Fig. 1: run 1, clock distribution
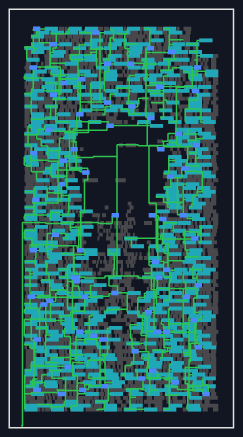
Fig. 2: run 1, track usage over the die
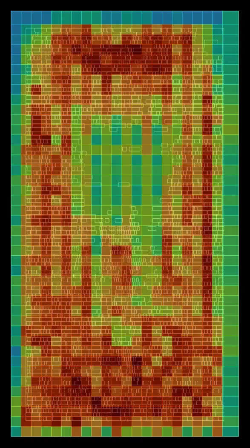
Fig. 3: run 1, the metal 3 layer
Cells faint in the background.
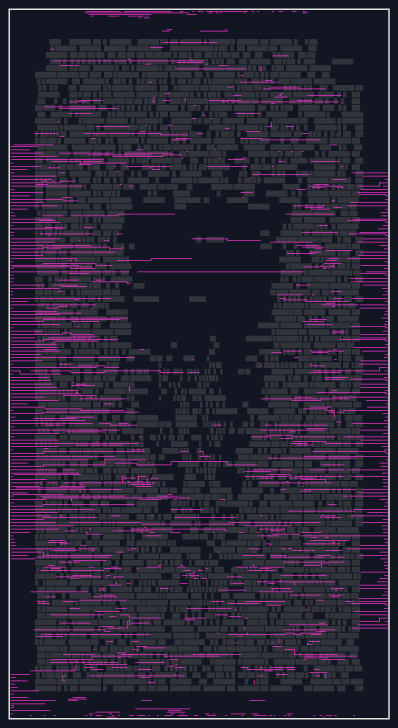
Design sha_digest_collector, sky130hd; sources not shown.
==> impl_metrics.tcl, run 1 <==
# yosys + openroad results
set metrics [dict create \
    run_status "finished with violations" \
    failed_checks "hold timing" \
    floorplan.nets 1988 \
    internal-power_mw 11.23 \
    max_freq_mhz 335.0 \
    critPathKind "flip-flop to output port" \
    hold_violations 6 \
    syn_area_mm2 0.01996 \
    global_route_wire_length_before_repair_um 117200 \
    ff2ff_path_depth 11 \
    synthToLayoutAreaGrowth_pct 36.97 \
    buffer_ports.inserted 544 \
    fin_worst_hold_slack_ns -0.01555 \
    netlist-cell-type-count 22 \
    power.share.switching_pct 38.53 \
    drt-initial-drc-count 1686 \
    postSynthCellCount 1954 \
    postPlaceCellArea_mm2 0.02587 \
    first_global_vias 18630 \
    max_capacitance_violation_total 0 \
    io_pins 547 \
]
About Fig. 1:
- cells driving clock nets: blue (count 70)
- clock wires: green (length 6090 um)
- flip-flops: cyan (count 523)
- routed clock nets: 71
Clk pwr share: 28.2%
clock latency at the later pin of the worst-skew pair: 0.61 ns
clock distribution power: 5.14 mW
Clock Skews: 0.03312 ns

About Fig. 2:
share of the core filled with cells in the final layout: 74.82%
mean routed wirelength per cell: 26.89 um

About Fig. 3:
- nets with wire on the layer: 528
- wire length on this layer: 8310 um
- longest straight run: 68.5 um
- main direction: horizontal
met3 usage in global routing: 10.41%
via count: 18180
drt total wl: 78880 um

-- run 1: placed cells by master, fill, tap and decap left out, types with 4 or more instances in the layout --
cell type | Yosys | final
clkdlybuf4s50_1 | 0 | 543
nand3_1 | 534 | 534
dfrtp_1 | 523 | 523
o21ai_0 | 358 | 358
o21ai_1 | 162 | 162
clkbuf_8 | 0 | 93
nand2_1 | 79 | 79
buf_4 | 2 | 55
inv_1 | 44 | 49
nor2_1 | 18 | 18
buf_12 | 0 | 13
ha_1 | 9 | 9
inv_2 | 7 | 6
clkinv_1 | 0 | 6
clkinv_2 | 0 | 4
-- run 1: cells by family (layout without fill, tap and decap cells) --
family	count (synthesis)	count (layout)	share of synthesized area, %
compound gates	527	527	13.33
fa+ha+maj	9	9	0.5641
buf+inv	255	778	4.927
flops	523	523	65.56
other cells	0	3	0
simple gates	640	640	15.62
-- run 1: power by group through the flow --
stage | Combinational [mW] | Sequential [mW] | Clock [mW]
after global routing | 6.07 | 7.41 | 5.44
after CTS | 5.73 | 7.35 | 5.20
after detailed placement | 5.69 | 7.46 | 0
final | 5.76 | 7.36 | 5.14
after global placement | 5.62 | 7.41 | 0
after floorplan | 1.79 | 9.25 | 0
-- run 1: routing by layer --
metal  vias up  global-route usage (%)  share of wire, %
met3       350                   10.41                11
met5         -                       0                 0
met2      1269                   53.58                47
met1      8804                   36.59                33
met4         0                   27.57               9.2
li1       7753                       -                 -
-- run 1: synthesized netlist by cell type --
library cell,number
dfrtp_1,523
nand4_1,3
o21ai_1,162
inv_1,44
o22ai_1,2
ha_1,9
nand3_1,534
nor2_4,2
a21oi_1,3
nand2_2,1
nor2_2,2
buf_1,24
buf_4,2
a221oi_1,1
nand2_1,79
inv_2,7
o31ai_4,1
o21ai_0,358
nor4_4,1
nor2_1,18
clkbuf_1,163
buf_2,15
-- run 1: critical path: stages, from the launching register on --
cell and delay, ns:
dfrtp_1 0.42, inv_1 0.11, ha_1 0.35, clkdlybuf4s50_1 0.82
-- run 1: stage by stage --
| step | std cells | utilization [%] |
|---|---|---|
| after floorplan | 1954 | - |
| after global placement | 2816 | 70.79 |
| after CTS | 2931 | 74.80 |
| final | 2934 | 74.82 |
| after detailed placement | 2816 | 70.79 |
| after global routing | 2934 | 74.82 |
-- run 1: layout make-up --
| cell class | instances | area [um^2] |
|---|---|---|
| clock buffers | 93 | 1280 |
| diodes | 3 | 7.507 |
| inverters | 51 | 198.9 |
| clock inverters | 22 | 185.2 |
| fillers | 2338 | 9200 |
| multi-input cells | 1176 | 5891 |
| flip-flops and latches | 523 | 13090 |
| repair buffers | 612 | 6123 |
| well taps | 454 | 568.0 |
## Run 2: what changed since run 1
--- a/config.mk
+++ b/config.mk
@@ -9,12 +9,11 @@
 export ABC_CLOCK_PERIOD_IN_PS = 3300
 export CORE_ASPECT_RATIO = 2
 export CORE_MARGIN = 10
-export CORE_UTILIZATION = 54
+export CORE_UTILIZATION = 25
 export CTS_BUF_LIST = sky130_fd_sc_hd__clkbuf_8
 export CTS_CLUSTER_DIAMETER = 80
 export DETAILED_ROUTE_END_ITERATION = 6
 export GPL_TIMING_DRIVEN = 1
-export PLACE_DENSITY = 0.88
 export SYNTH_ARGS = -nofsm -noshare
 export SYNTH_HDL_FRONTEND = slang
 export SYNTH_SLANG_ARGS = --single-unit
==> impl_metrics.tcl, run 2 <==
# yosys + openroad results
set metrics [dict create \
    run_status "finished clean" \
    global_route_wire_length_before_repair_um 121700 \
    postSynthCellCount 1954 \
    netlist-cell-type-count 22 \
    syn_area_mm2 0.01996 \
    lay_top_cells "clkdlybuf4s50_1 (543), nand3_1 (534), dfrtp_1 (523), o21ai_0 (358), o21ai_1 (162)" \
    max_freq_mhz 322.4 \
    comb_power_share_pct 31.0 \
    floorplan.nets 1988 \
    cts_sinks 523 \
    pwr-share-clk_pct 30.3 \
    worst_skew_pair.late_latency_ns 0.73 \
    fill_cells 8082 \
    synthFlopType "dfrtp_1" \
    first_global_vias 17120 \
    final-setup-viol-count 0 \
    worstPathCellList "inv_1 -> ha_1 -> clkdlybuf4s50_1" \
    dp_slack_ns 0.3717 \
    critPathKind "flip-flop to output port" \
    max_stage_delay_on_crit_path_ns 0.84 \
    num_vias 17000 \
    cell_with_the_biggest_individual_delay_on_the_critical_path "clkdlybuf4s50_1" \
    max_capacitance_violation_total 0 \
    drt-initial-drc-count 1259 \
    hold_violations 0 \
    pwr_density_cell_mw_per_mm2 666.9 \
    internal-power_mw 11.52 \
    worst-slew-pin-transition_ns 1.178 \
    period_used_pct 93.99 \
    share_seq_of_total_power_pct 38.7 \
    io_pins 547 \
    power.share.switching_pct 39.21 \
    rsz0062_at_grt "no" \
    synthToLayoutAreaGrowth_pct 42.33 \
    gate_family_responsible_for_the_most_delay_along_the_worst_path "buffers and inverters" \
    ff2ff_path_depth 13 \
    fin_worst_skew_ns 0.04658 \
    timing.critical_path.depth 3 \
    critPathBufInv 2 \
    most_common_cell "nand3_1" \
    synth.top_cells.by_count "nand3_1 (534), dfrtp_1 (523), o21ai_0 (358), clkbuf_1 (163), o21ai_1 (162)" \
    buffer_ports.inserted 544 \
    design.final.nets 2493 \
    synth-edff-count 0 \
    async_reset_ff_share_pct 100.0 \
    dp_cells 3413 \
    worstPathMaxFanout 5 \
    wl_um 85440 \
    postPlaceCellArea_mm2 0.02671 \
]
## run 2: cells by family (layout without fill, tap and decap cells)
logic type	after synthesis	in the layout	share of synthesized area, %
AND-OR/OR-AND	527	527	13.33
buffers and inverters	255	818	4.927
adder cells (fa/ha/maj)	9	9	0.5641
flip-flops	523	523	65.56
AND/OR/NAND/NOR	640	640	15.62
other	0	4	0
## run 2: worst reg2reg max path, stage by stage (launching register included)
cell	delay, ns
dfrtp_1	0.43
inv_1	0.16
ha_1	0.22
inv_1	0.09
nor2_4	0.25
inv_8	0.17
nand2_1	0.17
inv_2	0.06
nand2_1	0.15
nor2_1	0.08
nand2_1	0.07
buf_4	0.39
nand3_1	0.16
o21ai_1	0.11
## run 2: through the flow
step,hold WS [ns],total power [mW]
after floorplan,0.3644,11.04
after global placement,0.4667,13.30
after detailed placement,0.4722,13.34
after CTS,0.4218,19.20
after global routing,0.4661,19.80
final,0.4849,18.95
## run 2: layer usage
layer / track usage, % / vias up / wire length (um) / share of wire [%]
li1: - / 7822 / - / -
met1: 20.10 / 8353 / 32270 / 38
met2: 30.58 / 692 / 42400 / 50
met3: 6.099 / 134 / 7652 / 9.0
met4: 7.722 / 2 / 3104 / 3.6
met5: 0 / - / 13 / 0.015
## run 2: area by class of cell
type                            count  area, um^2  area share (%)
Tap cell                         1036        1296           4.562
Clock inverter                     38       291.5           1.026
Inverter                           51       198.9          0.7002
Clock buffer                      101        1390           4.893
Timing Repair Buffer              628        6246           21.98
Multi-Input combinational cell   1176        5891           20.73
Antenna cell                        4       10.01         0.03523
Sequential cell                   523       13090           46.07
## run 2: power by group through the flow
stage / Combinational [mW] / Sequential (mW) / Clock (mW)
after global routing: 6.24 / 7.40 / 6.17
after detailed placement: 5.91 / 7.44 / 0
final: 5.87 / 7.33 / 5.75
after floorplan: 1.79 / 9.25 / 0
after global placement: 5.88 / 7.42 / 0
after CTS: 5.92 / 7.33 / 5.95
## run 2: repair_timing
item	in CTS	in global routing
gates resized	0	0
endpoints found under the setup margin	0	0
endpoints found under the hold margin	61	0
hold buffers	1	0
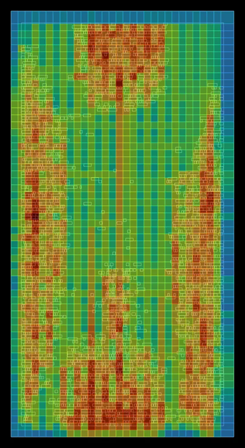
Fig. 4. Track usage over the die (run 2).
aggregate global-route resource usage: 18.01%
most congested layer reported by global routing: met2
met1 Track Usage GR: 20.10%
mean routed wirelength per cell: 24.02 um
share of the core filled with cells in the final layout: 35.84%

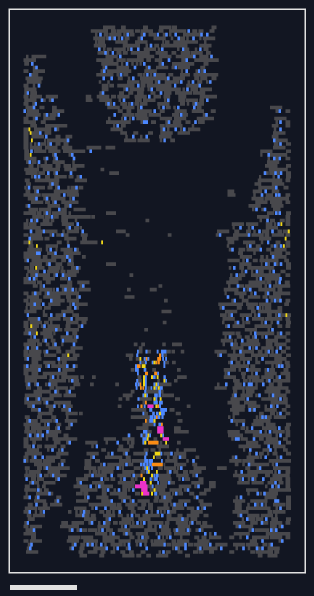
Fig. 5. Logic cells by family (run 2).
Scale bar: 50 um.
- NOR gates: orange (cells 23; most used nor2_1)
- inverters: yellow (cells 51; most used inv_1)
- adder and majority cells: magenta (cells 9; most used ha_1; where bottom center)
- NAND gates: blue (cells 617; most used nand3_1; where widely spread)
multi-input gate share of total cell area: 20.73%
final cell count without fillers: 3557

Power figures rest on the tool's default switching activity, not on a simulated workload.
